$ cat src/rtl/fetch_unit_pkg.sv
// fetch_unit_pkg: shared definitions for the instruction-fetch stage.
//   InstrNop      - canonical NOP (addi x0, x0, 0) written into IF/ID on a flush
//   fetch_state_e - fetch control states
//   align_pc      - force a target address onto a word boundary
package fetch_unit_pkg;

    localparam logic [31:0] InstrNop = 32'h0000_0013;

    // StFetch: request outstanding at pc
    // StHold : response buffered locally while IF/ID is stalled, no request
    // StDrop : a request issued before a redirect is still outstanding
    typedef enum logic [1:0] {
        StFetch = 2'd0,
        StHold  = 2'd1,
        StDrop  = 2'd2
    } fetch_state_e;

    function automatic logic [31:0] align_pc(input logic [31:0] addr);
        return addr & 32'hFFFF_FFFC;
    endfunction

endpackage

$ cat src/rtl/fetch_unit_if_id_reg.sv
// fetch_unit_if_id_reg: IF/ID pipeline register.
//   clk_i, rst_ni    - clock, asynchronous active-low reset
//   flush_i          - kill the entry: valid=0, instr=NOP, pc kept (highest priority)
//   load_i           - capture {1, load_pc_i, load_instr_i}
//   bubble_i         - clear valid only, pc/instr kept
//   (none asserted)  - hold
//   id_valid_o/id_pc_o/id_instr_o - register contents
module fetch_unit_if_id_reg
    import fetch_unit_pkg::*;
(
    input  logic        clk_i,
    input  logic        rst_ni,
    input  logic        flush_i,
    input  logic        load_i,
    input  logic        bubble_i,
    input  logic [31:0] load_pc_i,
    input  logic [31:0] load_instr_i,
    output logic        id_valid_o,
    output logic [31:0] id_pc_o,
    output logic [31:0] id_instr_o
);

    logic        valid_q, valid_d;
    logic [31:0] pc_q, pc_d;
    logic [31:0] instr_q, instr_d;

    always_comb begin
        valid_d = valid_q;
        pc_d    = pc_q;
        instr_d = instr_q;
        if (flush_i) begin
            valid_d = 1'b0;
            instr_d = InstrNop;
        end else if (load_i) begin
            valid_d = 1'b1;
            pc_d    = load_pc_i;
            instr_d = load_instr_i;
        end else if (bubble_i) begin
            valid_d = 1'b0;
        end
    end

    always_ff @(posedge clk_i or negedge rst_ni) begin
        if (!rst_ni) begin
            valid_q <= 1'b0;
            pc_q    <= 32'h0;
            instr_q <= InstrNop;
        end else begin
            valid_q <= valid_d;
            pc_q    <= pc_d;
            instr_q <= instr_d;
        end
    end

    assign id_valid_o = valid_q;
    assign id_pc_o    = pc_q;
    assign id_instr_o = instr_q;

endmodule

$ cat src/rtl/fetch_unit.sv
// fetch_unit: instruction-fetch stage. Owns the PC, fetches over a req/ack
// handshake and fills the IF/ID register.
//   clk, rstn            - clock, asynchronous active-low reset
//   stall                - hold IF/ID and PC
//   redirect/redirect_pc - taken branch/jump from EX; flushes IF/ID
//   imem_req/imem_addr   - fetch request (address stable until ack)
//   imem_ack/imem_rdata  - fetch response
//   id_valid/id_pc/id_instr - IF/ID register
module fetch_unit
    import fetch_unit_pkg::*;
#(
    parameter logic [31:0] RESET_PC = 32'h0000_0000
) (
    input  logic        clk,
    input  logic        rstn,
    input  logic        stall,
    input  logic        redirect,
    input  logic [31:0] redirect_pc,
    output logic        imem_req,
    output logic [31:0] imem_addr,
    input  logic        imem_ack,
    input  logic [31:0] imem_rdata,
    output logic        id_valid,
    output logic [31:0] id_pc,
    output logic [31:0] id_instr
);

    fetch_state_e state_q, state_d;
    logic [31:0]  pc_q, pc_d;
    logic [31:0]  stale_addr_q, stale_addr_d;
    logic [31:0]  buf_pc_q, buf_pc_d;
    logic [31:0]  buf_instr_q, buf_instr_d;

    logic         ifid_load;
    logic         ifid_bubble;
    logic         ifid_flush;
    logic [31:0]  ifid_pc;
    logic [31:0]  ifid_instr;

    always_comb begin
        state_d      = state_q;
        pc_d         = pc_q;
        stale_addr_d = stale_addr_q;
        buf_pc_d     = buf_pc_q;
        buf_instr_d  = buf_instr_q;
        ifid_load    = 1'b0;
        ifid_bubble  = 1'b0;
        ifid_flush   = 1'b0;
        ifid_pc      = pc_q;
        ifid_instr   = imem_rdata;

        if (redirect) begin
            // Redirect wins over stall; any buffered instruction is abandoned
            // simply by leaving StHold.
            pc_d       = align_pc(redirect_pc);
            ifid_flush = 1'b1;
            unique case (state_q)
                StFetch: begin
                    if (!imem_ack) begin
                        state_d      = StDrop;
                        stale_addr_d = pc_q;
                    end
                end
                StHold:  state_d = StFetch;
                StDrop: begin
                    if (imem_ack) state_d = StFetch;
                end
                default: state_d = StFetch;
            endcase
        end else begin
            unique case (state_q)
                StFetch: begin
                    if (imem_ack) begin
                        if (stall) begin
                            buf_pc_d    = pc_q;
                            buf_instr_d = imem_rdata;
                            state_d     = StHold;
                        end else begin
                            ifid_load = 1'b1;
                            pc_d      = pc_q + 32'd4;
                        end
                    end else if (!stall) begin
                        ifid_bubble = 1'b1;
                    end
                end
                StHold: begin
                    if (!stall) begin
                        ifid_load  = 1'b1;
                        ifid_pc    = buf_pc_q;
                        ifid_instr = buf_instr_q;
                        pc_d       = buf_pc_q + 32'd4;
                        state_d    = StFetch;
                    end
                end
                StDrop: begin
                    // Stale response is thrown away; pc already holds the target.
                    if (imem_ack) state_d = StFetch;
                end
                default: state_d = StFetch;
            endcase
        end
    end

    always_ff @(posedge clk or negedge rstn) begin
        if (!rstn) begin
            state_q      <= StFetch;
            pc_q         <= RESET_PC;
            stale_addr_q <= RESET_PC;
            buf_pc_q     <= 32'h0;
            buf_instr_q  <= InstrNop;
        end else begin
            state_q      <= state_d;
            pc_q         <= pc_d;
            stale_addr_q <= stale_addr_d;
            buf_pc_q     <= buf_pc_d;
            buf_instr_q  <= buf_instr_d;
        end
    end

    // Gated by rstn so no request is visible while reset is held.
    assign imem_req  = rstn && (state_q != StHold);
    assign imem_addr = (state_q == StDrop) ? stale_addr_q : pc_q;

    fetch_unit_if_id_reg u_if_id_reg (
        .clk_i        (clk),
        .rst_ni       (rstn),
        .flush_i      (ifid_flush),
        .load_i       (ifid_load),
        .bubble_i     (ifid_bubble),
        .load_pc_i    (ifid_pc),
        .load_instr_i (ifid_instr),
        .id_valid_o   (id_valid),
        .id_pc_o      (id_pc),
        .id_instr_o   (id_instr)
    );

endmodule

$ cat config.mk
export PLATFORM = sky130hd
export DESIGN_NAME = fetch_unit
export DESIGN_NICKNAME = d
export VERILOG_FILES = /design/src/rtl/fetch_unit_pkg.sv /design/src/rtl/fetch_unit_if_id_reg.sv /design/src/rtl/fetch_unit.sv
export SDC_FILE = /design/constraint.sdc
export NUM_CORES = 1
export LEC_CHECK = 0
export ABC_AREA = 1
export ABC_CLOCK_PERIOD_IN_PS = 2600
export CAP_MARGIN = 10
export CORE_UTILIZATION = 44
export DETAILED_ROUTE_END_ITERATION = 6
export HOLD_SLACK_MARGIN = 0.15
export PLACE_DENSITY = 0.71
export SKIP_LAST_GASP = 1
export SLEW_MARGIN = 25
export SYNTH_ARGS = -nofsm -noshare
export SYNTH_HDL_FRONTEND = slang
export SYNTH_SLANG_ARGS = --single-unit
$ cat constraint.sdc
create_clock -name clk -period 2.6 [get_ports clk]
set_clock_uncertainty 0.05 [all_clocks]
set_input_delay 0.52 -clock clk [delete_from_list [all_inputs] [get_ports clk]]
set_output_delay 0.52 -clock clk [all_outputs]
set_load 0.01 [all_outputs]
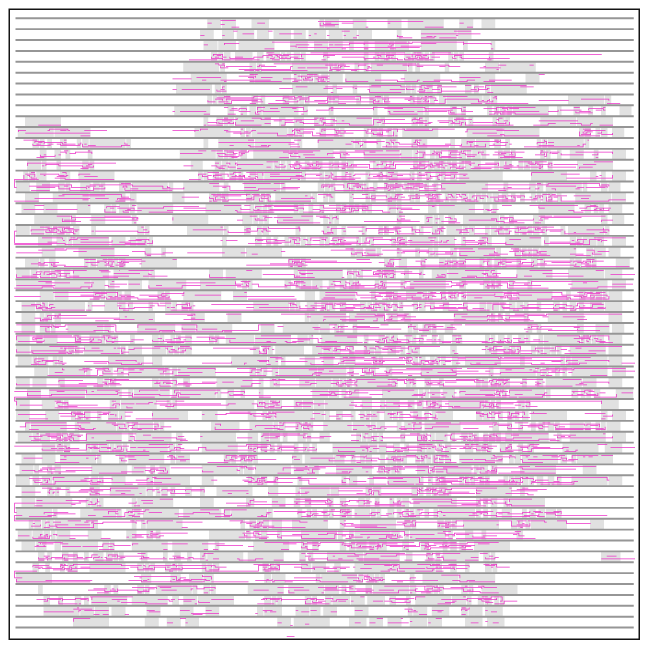
**Above:** the metal 1 layer.
(4 px per um) Supply wires on this layer in grey. Cells faint in the background.
longest straight run = 79.6 um
main direction = horizontal
share of all routed wire = 45%
wire length on this layer = 13,300 um

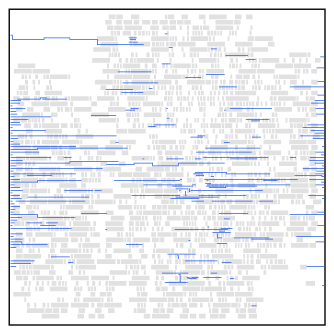
**Above:** metal 3.
(2 px per um) Cells faint in the background.
wire length on this layer = 2,070 um
main direction = horizontal
share of all routed wire = 7.0%
longest straight run = 52.7 um
nets with wire on the layer = 169

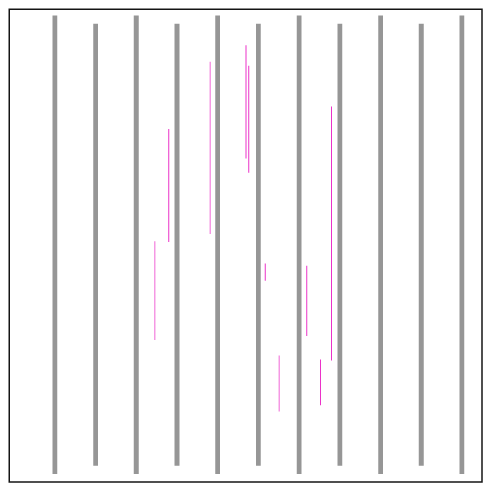
**Above:** the metal 4 layer.
(3 px per um) Supply wires on this layer in grey.
longest straight run = 84.3 um
share of all routed wire = 1.2%
wire length on this layer = 346 um
nets with wire on the layer = 7

==> deck_impl_summary.md <==
Run Summary

Setup path
  • Slowest CP cell: clkdlybuf4s50_1
  • Sum of buffers and inverters on the critical path: 3
  • Largest stage delay, worst path: 0.56 ns
  • Critical path cell sequence: buf_4 -> nand2_4 -> buf_12 -> nor2_1 -> a21oi_1 -> clkdlybuf4s50_1
  • R2r endpoint: pc_q[23]
  • CP delay by family, top: buffers and inverters
  • Reg-to-reg slack, setup: 0.26 ns
  • FF-to-FF Start: state_q[0]
  • CP max FO: 20
  • R2r worst-path depth: 14
  • Setup crit end kind: output port

CTS
  • # hold bufs at CTS: 0
  • H-tree depth: 4
  • Clock buffer depth: 2
  • Total setup buffers inserted after CTS: 2
  • CTS root buffer: clkbuf_16
  • Clk ins delay skew pair: 0.44 ns
  • Clock transition at path regs: 0.08 ns

Placed design
  • Port Buffers: 164
  • Placed Area: 0.0126 mm2

Yosys
  • Main area contributors: dfrtp_1, nand2_1, o21ai_0
  • Mapped cell area: 0.0106 mm2
  • Yosys warnings: 0
  • FFs w/ async S/R, synth: 100%
  • Synthesized Nets: 1,549
  • Max-area cell share: 44.7%
  • Most common cell in the netlist: nand2_1
  • Most used flip-flop cell: dfrtp_1

Die
  • Die area: 0.0247 mm2

Pwr
  • Leak: 6.28 nW
  • Maximum vdd ir drop: 0.577 mV
  • PD cells: 1070 mW/mm2

Job
  • Log Warnings: 34

STA
  • Fmax: 0.385 GHz
  • Fin crit share: 99.9%
  • Worst-Margin Slew: 0.781 ns
  • Fin. Hold Viols: 0
  • Slew headroom: 47.9%

Detailed routing
  • Drt total wl: 29.7 mm
  • DR pass1 iterations: 6
  • DRC Markers: 0
  • Iter 0 DRT Violations: 736
  • Via count: 10,000

GRT
  • Vias in the first global route: 9,484
  • First-pass GRT wire length: 48.5 mm
  • Initial antenna violation count: 0

Status
  • Status: complete, no violations

Layout
  • Cell area after layout: 0.0133 mm2
  • Layout fillers: 2,234
  • Utilization after layout: 56.6%
  • Non-Filler Instances: 1,943

Worst hold path
  • Hold Crit Class: in2async
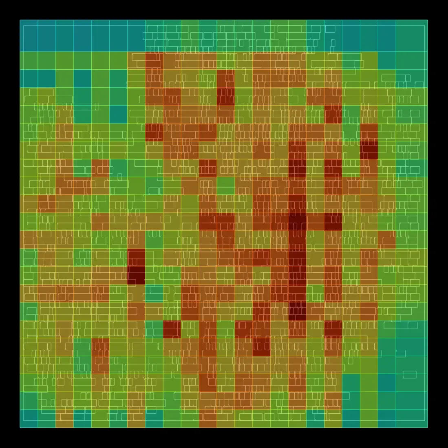
**Above:** track usage over the die.
met2 usage: 40.6%
gr busiest metal: met2
routed len/inst: 15.3 um
gr usage total: 25.2%
GR Util met1: 34.2%

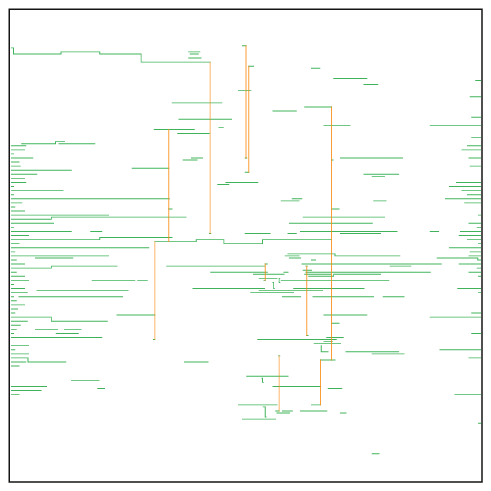
**Above:** wiring by layer.
(3 px per um) Only two layers are drawn.
green -> met3  # wire length 2,070 um
orange -> met4  # wire length 346 um

## layout make-up
cell class	instances	area share [%]
sequential	195	36.7
multi-input combinational	1062	36.1
timing repair buffer	202	15.7
inverter	133	3.81
clock buffer	17	3.19
tap	319	3.00
clock inverter	15	1.48
## where the power goes
group	internal (mW)	switching [mW]
clock	1.47	1.33
sequential	4.31	0.734
combinational	2.63	3.70
total	8.41	5.77
## how the worst max path moves through the flow
stage	to	slack, ns	from
6_report	imem_addr[2]	0.001	state_q[1]
3_5_place_dp	imem_addr[12]	0.21	state_q[0]
5_1_grt	imem_addr[2]	-0.13	state_q[1]
2_1_floorplan	pc_q[20]	0.59	state_q[1]
4_1_cts	imem_addr[12]	-0.15	state_q[0]
3_3_place_gp	imem_addr[12]	0.23	state_q[0]
## worst register-to-register path, delay by kind of cell (launching register included)
| kind | cells | cell delay, ns |
|---|---|---|
| flip-flops | 1 | 0.41 |
| buffers and inverters | 2 | 0.47 |
| AND/OR/NAND/NOR | 12 | 1.30 |
## routing by layer
metal	global-route usage [%]	share of wire [%]
met1	34.2	45
met2	40.6	47
met3	4.74	7.0
met4	8.09	1.2
met5	0	0
## placed cells by master, fill, tap and decap left out, drive strengths merged
cell type	n
nand2	462
o21ai	265
dfrtp	189
nor2	164
inv	137
clkdlybuf4s50	131
nand3	68
a21oi	50
buf	38
a22oi	29
dlymetal6s2s	21
clkbuf	18
dlygate4sd2	10
o22ai	7
clkinv	7
o211ai	6
dfstp	6
nor3	3
mux2i	2
a31oi	2
clkinvlp	2
bufinv	2
nand3b	1
nand4	1
xor2	1
ha	1
bufbuf	1
## cells by family after synthesis
group / synth area share, %
AOI/OAI and AO/OA: 17.9
DFF: 46.2
xor gates and xnor gates: 0.0827
and+or+nand+nor: 26.8
buffers and inverters: 8.76
adders and majority gates: 0.118
muxes: 0.189
No activity file was given, so power comes from the tool's default toggle rates.
